Run 1, signal metal coverage by tile:
Scale: 3 px per um. The die is cut into 22 by 16 equal tiles; dark purple is low, yellow is high, scaled to the fullest tile. Values are wire area over tile area, all layers added.
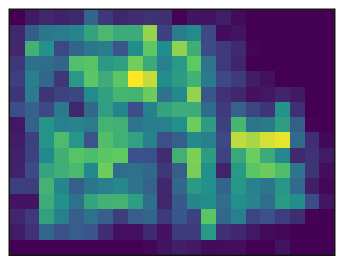
Run 1, M3 wires:
Scale: 3 px per um.
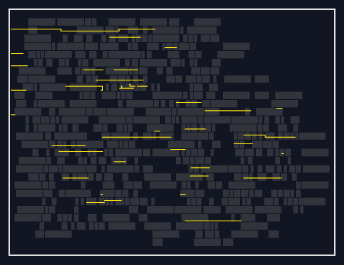
Run 1, drive-strength map:
Scale: 2 px per um.
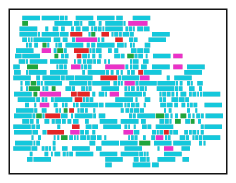
Run 1, clock wiring as the flow saved it:
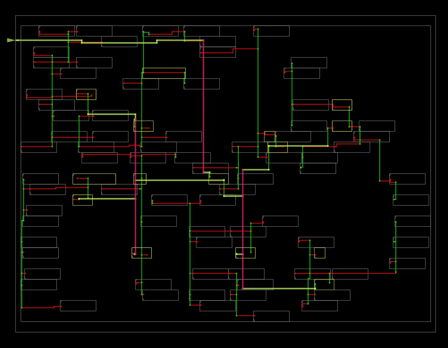
`src/rtl/btn_debouncer_pkg.sv`:
```
// Shared definitions for the push-button debouncer: per-channel FSM state
// encodings and the default stability window for synthesis and simulation.
package btn_debouncer_pkg;

  typedef enum logic [1:0] {
    StStableLow  = 2'b00,
    StArmHigh    = 2'b01,
    StStableHigh = 2'b10,
    StArmLow     = 2'b11
  } state_e;

  // 10 ms at 100 MHz on the board; a short window keeps simulations fast.
  localparam int unsigned DebounceCyclesSynth = 1_000_000;
  localparam int unsigned DebounceCyclesSim   = 4;

endpackage

```
`src/rtl/btn_debouncer_if.sv`:
```
// Button bundle between the board pins and the debouncer: raw levels in,
// debounced levels and single-cycle press pulses out.
interface btn_debouncer_if #(
  parameter int unsigned N_BTN = 3
) ();

  logic [N_BTN-1:0] i_btn;
  logic [N_BTN-1:0] o_level;
  logic [N_BTN-1:0] o_pulse;

  modport master (
    output i_btn,
    input  o_level,
    input  o_pulse
  );

  modport slave (
    input  i_btn,
    output o_level,
    output o_pulse
  );

endinterface

```
`src/rtl/btn_debouncer_channel.sv`:
```
// One button channel: 2-FF synchronizer, stability FSM with counter, and a
// registered level plus a one-cycle pulse on each accepted press.
module btn_debouncer_channel
  import btn_debouncer_pkg::*;
#(
  parameter int unsigned DEBOUNCE_CYCLES = DebounceCyclesSynth,
  parameter int unsigned CNT_WIDTH       = $clog2(DEBOUNCE_CYCLES + 1)
) (
  input  logic clk_i,
  input  logic rst_i,
  input  logic btn_i,
  output logic level_o,
  output logic pulse_o
);

  localparam logic [CNT_WIDTH-1:0] CntMax = CNT_WIDTH'(DEBOUNCE_CYCLES - 1);
  localparam logic [CNT_WIDTH-1:0] CntOne = CNT_WIDTH'(1);

  logic                 sync1_q, sync2_q;
  state_e               state_q, state_d;
  logic [CNT_WIDTH-1:0] cnt_q, cnt_d;
  logic                 level_q, level_d;
  logic                 pulse_q, pulse_d;

  always_ff @(posedge clk_i or posedge rst_i) begin
    if (rst_i) begin
      sync1_q <= 1'b0;
      sync2_q <= 1'b0;
      state_q <= StStableLow;
      cnt_q   <= '0;
      level_q <= 1'b0;
      pulse_q <= 1'b0;
    end else begin
      sync1_q <= btn_i;
      sync2_q <= sync1_q;
      state_q <= state_d;
      cnt_q   <= cnt_d;
      level_q <= level_d;
      pulse_q <= pulse_d;
    end
  end

  // The first differing sample already counts as one, so acceptance lands on
  // the DEBOUNCE_CYCLES-th consecutive stable sample.
  always_comb begin
    state_d = state_q;
    cnt_d   = cnt_q;
    level_d = level_q;
    pulse_d = 1'b0;
    unique case (state_q)
      StStableLow: begin
        if (sync2_q) begin
          state_d = StArmHigh;
          cnt_d   = CntOne;
        end
      end
      StArmHigh: begin
        if (!sync2_q) begin
          state_d = StStableLow;
          cnt_d   = '0;
        end else if (cnt_q == CntMax) begin
          state_d = StStableHigh;
          cnt_d   = '0;
          level_d = 1'b1;
          pulse_d = 1'b1;
        end else begin
          cnt_d = cnt_q + CntOne;
        end
      end
      StStableHigh: begin
        if (!sync2_q) begin
          state_d = StArmLow;
          cnt_d   = CntOne;
        end
      end
      StArmLow: begin
        if (sync2_q) begin
          state_d = StStableHigh;
          cnt_d   = '0;
        end else if (cnt_q == CntMax) begin
          state_d = StStableLow;
          cnt_d   = '0;
          level_d = 1'b0;
        end else begin
          cnt_d = cnt_q + CntOne;
        end
      end
      default: begin
        state_d = StStableLow;
        cnt_d   = '0;
        level_d = 1'b0;
      end
    endcase
  end

  assign level_o = level_q;
  assign pulse_o = pulse_q;

endmodule

```
`src/rtl/btn_debouncer.sv`:
```
// Debounces N_BTN independent push buttons; o_pulse drives the operand A,
// operand B and opcode load enables so each physical press loads once.
module btn_debouncer
  import btn_debouncer_pkg::*;
#(
  parameter int unsigned N_BTN           = 3,
  parameter int unsigned DEBOUNCE_CYCLES = DebounceCyclesSynth,
  parameter int unsigned CNT_WIDTH       = $clog2(DEBOUNCE_CYCLES + 1)
) (
  input logic             CLK100MHZ,
  input logic             reset,
  btn_debouncer_if.slave  btn_bus
);

  for (genvar i = 0; i < N_BTN; i++) begin : g_chan
    btn_debouncer_channel #(
      .DEBOUNCE_CYCLES (DEBOUNCE_CYCLES),
      .CNT_WIDTH       (CNT_WIDTH)
    ) u_chan (
      .clk_i   (CLK100MHZ),
      .rst_i   (reset),
      .btn_i   (btn_bus.i_btn[i]),
      .level_o (btn_bus.o_level[i]),
      .pulse_o (btn_bus.o_pulse[i])
    );
  end

endmodule

```
`src/flat_wrapper.sv`:
```
// flat-port wrapper written by rule: the top's interface ports become plain ports
module btn_debouncer_flat import btn_debouncer_pkg::*;
#(
  parameter int unsigned N_BTN           = 3,
  parameter int unsigned DEBOUNCE_CYCLES = DebounceCyclesSynth,
  parameter int unsigned CNT_WIDTH       = $clog2(DEBOUNCE_CYCLES + 1)
)
  (CLK100MHZ, reset, btn_bus_i_btn, btn_bus_o_level, btn_bus_o_pulse);
  btn_debouncer_if #(.N_BTN(N_BTN)) btn_bus_i ();
  input logic CLK100MHZ;
  input logic reset;
  input wire logic [$bits(btn_bus_i.i_btn)-1:0] btn_bus_i_btn;
  output wire logic [$bits(btn_bus_i.o_level)-1:0] btn_bus_o_level;
  output wire logic [$bits(btn_bus_i.o_pulse)-1:0] btn_bus_o_pulse;
  assign btn_bus_i.i_btn = btn_bus_i_btn;
  assign btn_bus_o_level = btn_bus_i.o_level;
  assign btn_bus_o_pulse = btn_bus_i.o_pulse;
  btn_debouncer #(.N_BTN(N_BTN), .DEBOUNCE_CYCLES(DEBOUNCE_CYCLES), .CNT_WIDTH(CNT_WIDTH)) u_core (.CLK100MHZ(CLK100MHZ), .reset(reset), .btn_bus(btn_bus_i));
endmodule
```
`config.mk`:
```
export PLATFORM = sky130hd
export DESIGN_NAME = btn_debouncer_flat
export DESIGN_NICKNAME = d
export VERILOG_FILES = /design/src/rtl/btn_debouncer_pkg.sv /design/src/rtl/btn_debouncer_if.sv /design/src/rtl/btn_debouncer_channel.sv /design/src/rtl/btn_debouncer.sv /design/src/flat_wrapper.sv
export SDC_FILE = /design/constraint.sdc
export NUM_CORES = 1
export LEC_CHECK = 0
export CAP_MARGIN = 20
export CORE_ASPECT_RATIO = 0.75
export CORE_MARGIN = 1
export CORE_UTILIZATION = 50
export DETAILED_ROUTE_END_ITERATION = 7
export HOLD_SLACK_MARGIN = 0.03
export PLACE_DENSITY = 0.76
export SYNTH_ARGS = -nofsm -noshare
export SYNTH_HDL_FRONTEND = slang
export SYNTH_HIERARCHICAL = 1
export SYNTH_SLANG_ARGS = --single-unit
```
`constraint.sdc`:
```
create_clock -name CLK100MHZ -period 3.73 [get_ports CLK100MHZ]
set_clock_uncertainty 0.1 [all_clocks]
set_input_delay 0.9325 -clock CLK100MHZ [delete_from_list [all_inputs] [get_ports CLK100MHZ]]
set_output_delay 0.9325 -clock CLK100MHZ [all_outputs]
set_load 0.01 [all_outputs]
```
==> impl_metrics.yaml, run 1 <==
# physical design summary
setup_path:
  startpoint: "u_core/g_chan[1].u_chan/level_o"
  ff2ff_path_depth: 7
  worstPathArrival_ns: 1.28
  reg2reg_from: "u_core/g_chan[1].u_chan/cnt_q[0]"
grt:
  grt_use_met2_pct: 31.9
  met3_usage_pct: 5.08
  antenna_found_initial: 0
layout:
  largest_register: "u_core/g_chan.u_chan/cnt_q"
  seq_cells: 78
  final_cell_mix: "dfrtp_1, nand2_1, nand3_1, a21oi_1, nor2_1"
  final_util_pct: 58.0
  largest_register_ffs: 60
  inv_count: 16
route:
  ant_nets: 0
  wl_met2_um: 3860
  drt-met1-wl_um: 4370
  met3WireLength_um: 311
  firstDrtPassIters: 5
  via_per_inst: 5.98
  drt_iter0_drc: 170
floorplan:
  die_h_um: 81.5
  io_pins: 11
sta:
  setup_viol: 0
  finalMaxSlewViolations: 0
  min_period_ns: 2.32
  rsz0062_at_grt: "false"
synthesis:
  top_area_cell: "dfrtp_1"
  edf_count: 0
  ys_sh_adder_pct: 0.891
  synth_top_area_share_pct: 46.3
  numSynthFlops: 78
  synth.most_common_cell: "dfrtp_1"
pwr:
  finalPower_mw: 1.74
  powerClk_mw: 0.705
  p_per_area_mw_per_mm2: 373
cts:
  post_cts_buffers: 0
  root_buffer: "clkbuf_8"
worst_hold_path:
  hold_depth: 0
job:
  openroad.warnings: 26
run_status:
  status: "complete, no violations"
place:
  postPlaceCellArea_mm2: 0.00435
  globalplace.congestion: 0.828
About 'signal metal coverage by tile':
tiles over half the peak: 24%
nearly empty tiles: 16%
mean over tiles: 0.15
emptiest ninth of the die: north-east
fullest tile: 0.49

About 'M3 wires':
share of all routed wire: 3.6%
main direction: horizontal

About 'drive-strength map':
| colour | size | cells | share |
|---|---|---|---|
| green | drive 2 | 19 | 4.2% |
| red | drive 3 to 4 | 15 | 3.3% |
| cyan | drive 1 or less | 404 | 89% |
| magenta | drive 6 and up | 16 | 3.5% |

About 'clock wiring as the flow saved it':
clk ins delay skew pair: 0.36 ns
clock buffer count: 10

Run 1, cell classes on the final placement:
Scale: 4 px per um.
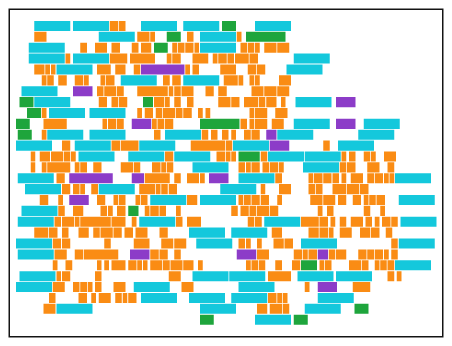

## Run 2: what changed since run 1
Settings changed: PLACE_DENSITY 0.76 to 0.78.
Clock period 3.73 ns to 1.9 ns, I/O delays scaled along.
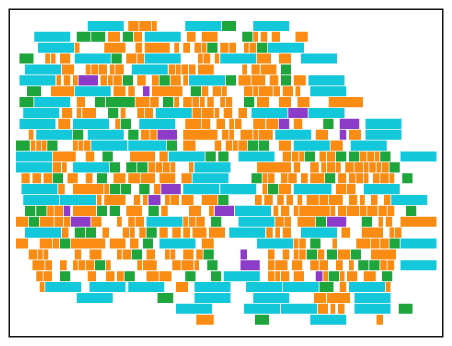
Run 2: cell classes on the final placement
Scale: 4 px per um.
| colour | class | cells |
|---|---|---|
| cyan | flip-flops | 78 |
| green | other buffers and delay cells | 88 |
| purple | clock drivers and dummy loads | 16 |
| orange | all other logic | 346 |

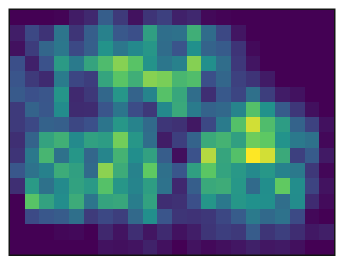
Run 2: signal metal coverage by tile
Scale: 3 px per um. The die is cut into 22 by 16 equal tiles; dark purple is low, yellow is high, scaled to the fullest tile. Values are wire area over tile area, all layers added.
fullest tile: 0.61
tiles over half the peak: 23%
emptiest ninth of the die: north-east
nearly empty tiles: 15%
mean over tiles: 0.18

==> run 2 against run 1 <==
Compared with the run above:
- synthesized cell count did not move
- critical path depth rose by 4
- wire length rose by 17%
- combinational power rose to 2.9 times the previous value
- utilization rose by 7.5 points
- design area rose by 13%
- register-to-register slack got worse by 1.5 ns
- highest routed layer unchanged
==> impl_metrics.yaml, run 2 <==
# physical design summary
floorplan:
  io_pins: 11
  die_h_um: 81.5
route:
  drt_iter0_drc: 321
  ant_nets: 0
  drt-met1-wl_um: 4590
  met3WireLength_um: 525
setup_path:
  reg2reg_from: "u_core/g_chan[0].u_chan/cnt_q[6]"
  worstPathArrival_ns: 2.00
run_status:
  status: "complete, no violations"
cts:
  clk_latency_ns: 0.36
  root_buffer: "clkbuf_8"
sta:
  min_period_ns: 1.86
  setup_viol: 0
  rsz0062_at_grt: "true"
place:
  postPlaceCellArea_mm2: 0.00489
grt:
  met3_usage_pct: 5.16
layout:
  largest_register_ffs: 60
  final_util_pct: 65.5
synthesis:
  edf_count: 0
  ys_sh_adder_pct: 0.891
worst_hold_path:
  hold_depth: 0
pwr:
  finalPower_mw: 3.20
  p_per_area_mw_per_mm2: 609
job:
  openroad.warnings: 27
## Run 3: what changed since run 2
Settings changed: CAP_MARGIN 20 to not set.
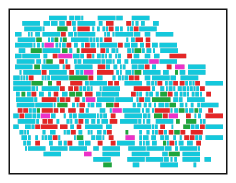
Run 3: drive-strength map
Scale: 2 px per um.
| colour | size | cells | share |
|---|---|---|---|
| cyan | drive 1 or less | 383 | 73% |
| green | drive 2 | 36 | 6.8% |
| magenta | drive 6 and up | 11 | 2.1% |
| red | drive 3 to 4 | 98 | 19% |

==> run 3 against run 2 <==
Compared with the run above:
- final cell count is the same
- fmax is the same
- global-route usage is the same
- area after synthesis is the same
- clock power is essentially flat
==> impl_metrics.yaml, run 3 <==
# physical design summary
run_status:
  status: "complete, no violations"
pwr:
  p_per_area_mw_per_mm2: 609
place:
  postPlaceCellArea_mm2: 0.00489
route:
  via_per_inst: 6.01
  ant_nets: 0
  drt-met1-wl_um: 4590
  met3WireLength_um: 525
floorplan:
  io_pins: 11
layout:
  final_util_pct: 65.5
  largest_register: "u_core/g_chan.u_chan/cnt_q"
  inv_count: 16
  largest_register_ffs: 60
  final_cell_mix: "dfrtp_1, buf_4, nand2_1, a21oi_1, nand3_1"
setup_path:
  reg2reg_from: "u_core/g_chan[0].u_chan/cnt_q[6]"
synthesis:
  top_area_cell: "dfrtp_1"
  synth.most_common_cell: "dfrtp_1"
  ys_sh_adder_pct: 0.891
  edf_count: 0
worst_hold_path:
  hold_depth: 0
job:
  openroad.warnings: 27
cts:
  root_buffer: "clkbuf_8"
grt:
  met3_usage_pct: 5.16
sta:
  min_period_ns: 1.86
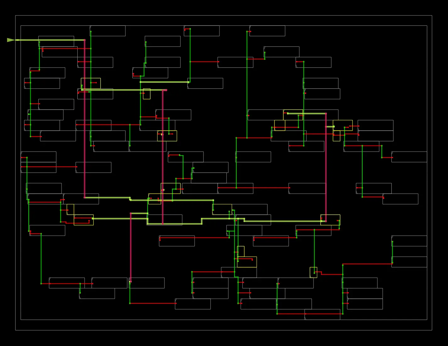
Run 3: clock wiring as the flow saved it
CTS buffer count: 9
clk sinks: 78
registers: 78

Power and IR drop assume default switching activity.
